## src/rtl/aurora_tx_arbiter.sv

```systemverilog
// rtl/aurora_tx_arbiter.sv - frame-atomic 2:1 arbiter sharing the Aurora 64-bit TX stream
module aurora_tx_arbiter #(
  parameter int STAT_BURST_MAX = 4,
  parameter int CNT_W          = 16
) (
  input  logic             CLK,
  input  logic             RESET_N,
  input  logic             ENABLE,
  input  logic [63:0]      DATA_TDATA,
  input  logic             DATA_TLAST,
  input  logic             DATA_TVALID,
  output logic             DATA_TREADY,
  input  logic [63:0]      STAT_TDATA,
  input  logic             STAT_TLAST,
  input  logic             STAT_TVALID,
  output logic             STAT_TREADY,
  output logic [63:0]      S_AXI_TX_TDATA,
  output logic             S_AXI_TX_TLAST,
  output logic             S_AXI_TX_TVALID,
  input  logic             S_AXI_TX_TREADY,
  output logic             BUSY,
  output logic [CNT_W-1:0] DATA_FRAME_CNT,
  output logic [CNT_W-1:0] STAT_FRAME_CNT
);

  typedef enum logic [1:0] {ST_IDLE = 2'd0, ST_DATA = 2'd1, ST_STAT = 2'd2} state_t;

  localparam logic [3:0] RUN_LIMIT = 4'(STAT_BURST_MAX);
  localparam logic [3:0] RUN_SAT   = 4'd15;

  state_t             state_q, state_d;
  logic [63:0]        tdata_q, tdata_d;
  logic               tlast_q, tlast_d;
  logic               tvalid_q, tvalid_d;
  logic [3:0]         run_q, run_d;
  logic [CNT_W-1:0]   data_cnt_q, data_cnt_d;
  logic [CNT_W-1:0]   stat_cnt_q, stat_cnt_d;

  logic load_ok;
  logic data_xfer;
  logic stat_xfer;

  // The output register can take a new word when empty or draining this cycle
  assign load_ok     = !tvalid_q || S_AXI_TX_TREADY;
  assign DATA_TREADY = load_ok && (state_q == ST_DATA);
  assign STAT_TREADY = load_ok && (state_q == ST_STAT);
  assign data_xfer   = DATA_TVALID && DATA_TREADY;
  assign stat_xfer   = STAT_TVALID && STAT_TREADY;

  assign S_AXI_TX_TDATA  = tdata_q;
  assign S_AXI_TX_TLAST  = tlast_q;
  assign S_AXI_TX_TVALID = tvalid_q;
  assign BUSY            = (state_q != ST_IDLE) || tvalid_q;
  assign DATA_FRAME_CNT  = data_cnt_q;
  assign STAT_FRAME_CNT  = stat_cnt_q;

  // Next-state: output register load/drain, grant decision in IDLE, frame-end bookkeeping
  always_comb begin
    state_d    = state_q;
    tdata_d    = tdata_q;
    tlast_d    = tlast_q;
    tvalid_d   = tvalid_q;
    run_d      = run_q;
    data_cnt_d = data_cnt_q;
    stat_cnt_d = stat_cnt_q;

    if (tvalid_q && S_AXI_TX_TREADY) begin
      tvalid_d = 1'b0;
    end
    if (data_xfer) begin
      tdata_d  = DATA_TDATA;
      tlast_d  = DATA_TLAST;
      tvalid_d = 1'b1;
    end else if (stat_xfer) begin
      tdata_d  = STAT_TDATA;
      tlast_d  = STAT_TLAST;
      tvalid_d = 1'b1;
    end

    case (state_q)
      ST_IDLE: begin
        // Status wins unless it has already used its burst while data waits
        if (ENABLE) begin
          if (STAT_TVALID && (!DATA_TVALID || (run_q < RUN_LIMIT))) begin
            state_d = ST_STAT;
          end else if (DATA_TVALID) begin
            state_d = ST_DATA;
            run_d   = 4'd0;
          end
        end
      end
      ST_DATA: begin
        if (data_xfer && DATA_TLAST) begin
          state_d    = ST_IDLE;
          data_cnt_d = data_cnt_q + CNT_W'(1);
          run_d      = 4'd0;
        end
      end
      ST_STAT: begin
        if (stat_xfer && STAT_TLAST) begin
          state_d    = ST_IDLE;
          stat_cnt_d = stat_cnt_q + CNT_W'(1);
          run_d      = (run_q == RUN_SAT) ? RUN_SAT : run_q + 4'd1;
        end
      end
      default: begin
        state_d = ST_IDLE;
      end
    endcase
  end

  // State and output registers; reset abandons any frame in flight
  always_ff @(posedge CLK or negedge RESET_N) begin
    if (!RESET_N) begin
      state_q    <= ST_IDLE;
      tdata_q    <= '0;
      tlast_q    <= 1'b0;
      tvalid_q   <= 1'b0;
      run_q      <= 4'd0;
      data_cnt_q <= '0;
      stat_cnt_q <= '0;
    end else begin
      state_q    <= state_d;
      tdata_q    <= tdata_d;
      tlast_q    <= tlast_d;
      tvalid_q   <= tvalid_d;
      run_q      <= run_d;
      data_cnt_q <= data_cnt_d;
      stat_cnt_q <= stat_cnt_d;
    end
  end

endmodule

```

## config.mk

```make
export PLATFORM = sky130hd
export DESIGN_NAME = aurora_tx_arbiter
export DESIGN_NICKNAME = d
export VERILOG_FILES = /design/src/rtl/aurora_tx_arbiter.sv
export SDC_FILE = /design/constraint.sdc
export NUM_CORES = 1
export LEC_CHECK = 0
export ABC_AREA = 1
export CORE_MARGIN = 3
export CORE_UTILIZATION = 25
export CTS_BUF_LIST = sky130_fd_sc_hd__clkbuf_2 sky130_fd_sc_hd__clkbuf_4 sky130_fd_sc_hd__clkbuf_8
export DETAILED_ROUTE_END_ITERATION = 7
export PLACE_DENSITY = 0.62
export SKIP_CTS_REPAIR_TIMING = 1
export SLEW_MARGIN = 20
export SYNTH_ARGS = -nofsm -noshare
export SYNTH_HDL_FRONTEND = slang
export SYNTH_SLANG_ARGS = --single-unit
```

## constraint.sdc

```tcl
create_clock -name CLK -period 3.4 [get_ports CLK]
set_input_delay 0.68 -clock CLK [delete_from_list [all_inputs] [get_ports CLK]]
set_output_delay 0.68 -clock CLK [all_outputs]
set_load 0.02 [all_outputs]
```

==> images/m1.png <==
Supply wires on this layer in grey. Cells faint in the background.
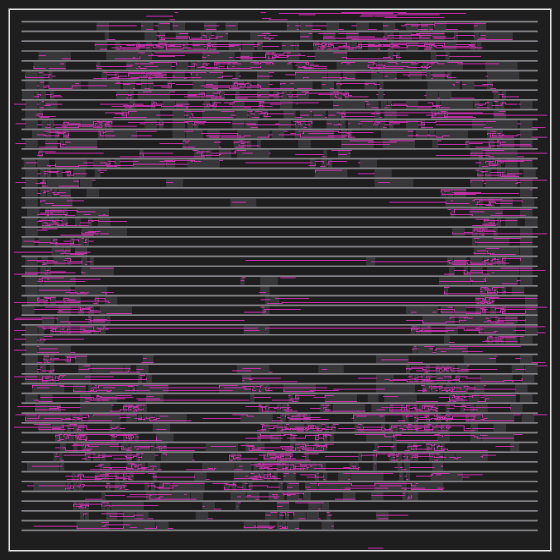
share of all routed wire: 43%
nets with wire on the layer: 872

==> deck_impl_summary.md <==
Synthesis and Place & Route Summary

Outcome
  • Run status: completed

Setup path
  • Data required time at the worst endpoint: 2.72 ns
  • WS Path Type: primary input to output port
  • Worst setup path endpoint: STAT_TREADY
  • Type of origin of the critical path: primary input
  • R2R Path End: S_AXI_TX_TDATA[24]$_DFFE_PN0P_
  • Slowest stage delay, CP: 0.61 ns
  • Data arrival, critical path: 2.06 ns
  • Cell chain of the critical path: clkdlybuf4s50_1 -> inv_1 -> nand2_2 -> inv_1 -> nor2_1 -> clkdlybuf4s50_1
  • Path depth of the worst reg2reg path: 7
  • Element type at the critical path end: output port
  • Register-to-register setup slack: 1.31 ns
  • Max Fanout on Critical Path: 6

Floorplanning
  • Core Rows: 52
  • Tap Cells: 270
  • Die Span Y: 150 um
  • Horiz. Die Dim: 150 um
  • Total die size: about 23000 um2

Power and ir drop
  • Power per unit of standard cell area: 704 nW/um2
  • Net switching power: between 2 and 2.5 mW
  • Clock network power share: 0.155
  • Switch share: 0.400
  • Static leakage: 3.47 nW
  • Power in the clock group: 0.874 mW
  • Power drawn by the sequential cells: between 1.5 and 2 mW
  • Peak ir drop on the vdd network: approximately 0.00036 V

Route
  • Total number of vias: 5037
  • Max layer used: met4
  • Tally of nets with antenna violations remaining after routing: 0
  • DRC: 0
  • DRT met1 WL: 7030 um
  • Detailed-router iteration count before antenna repair: 4
  • Violation count after the first detailed-routing iteration: 156
  • Vias per std cell: 4.44
  • Met3 WL post-DR: 1120 um

Finish
  • Combinational Area: 2240 um2
  • Post-route insts no fill: about 1100
  • Flip-flop and latch share of the layout cell area: 0.325
  • Area added between synthesis and finish: 54.1%
  • Post-Route Utilization: 0.394
  • Count of non-CTS buffers in the layout: roughly 240
  • Combinational share of cell area: 0.279
  • Layout cells sized above 1: 0.0544
  • Highest-count cells in the layout ignoring fill and taps: sky130_fd_sc_hd__clkdlybuf4s50_1, sky130_fd_sc_hd__nand2_1, sky130_fd_sc_hd__dfrtp_1
  • FF+latch count: 104
  • Layout non-clock buf frac: 0.309
  • Number of flip-flops in the largest register: 64
  • Fillcell total: 2085
  • Sequential cell area: 2600 um2

Clocking
  • Clock Latency Late Sink: 0.37 ns
  • # clock sinks: 104
  • TritonCTS clock tree: built

Logic synthesis
  • Cell taking the most area after synthesis: sky130_fd_sc_hd__dfrtp_1
  • Number of nets at floorplan: 777
  • Main logic family after synthesis: simple AND/OR/NAND/NOR gates
  • Main flop type: sky130_fd_sc_hd__dfrtp_1
  • Synth top cells by count: sky130_fd_sc_hd__nand2_1, sky130_fd_sc_hd__dfrtp_1, sky130_fd_sc_hd__nor2_1
  • Synthesized flop and latch total: approximately 100
  • Post-synthesis mux area share: 0
  • Post-synth seq share: 0.501
  • Post-synthesis cell area: ~5200 um2
  • Xor+xnor area frac: 0.0304
  • Number of enable flip-flop cells: 0
  • Fraction of the mapped netlist area in compound gates: 0.141
  • Yosys Instances: between 600 and 700
  • Post-synthesis cell type count: 34

Timing
  • Final count of hold timing violations: 0
  • Period utilization: 0.806
  • Final number of setup-violating endpoints: 0
  • Worst slew margin: 0.467
  • Hold_ws: 0.387 ns
  • Measured slew at the worst slew-check pin: around 0.8 ns

Run
  • Max-cap violations: 0

Place
  • Worst slack after detailed placement: 0.658 ns
  • Placed cell areas: approximately 7800 um2
  • Cell count after placement: 1119

Global route
  • Initial antenna violation count: 0
  • Gr usage total: 0.144
  • Met1 Track Usage GR: 0.184
  • Pin count of the biggest net entering global routing: ~62
==> images/port_trees.png <==
Scale bar: 50 um.
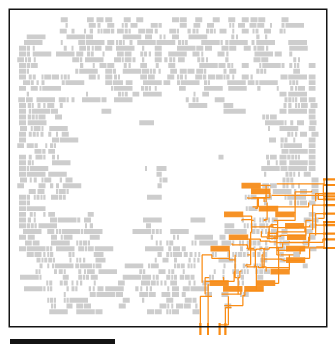
| port | colour | direction | edge | end cells | buffers | wire |
|---|---|---|---|---|---|---|
| `STAT_FRAME_CNT` | orange | output | 12 east, 4 south | 16 | 16 | 852 um |

Power figures rest on the tool's default switching activity, not on a simulated workload.
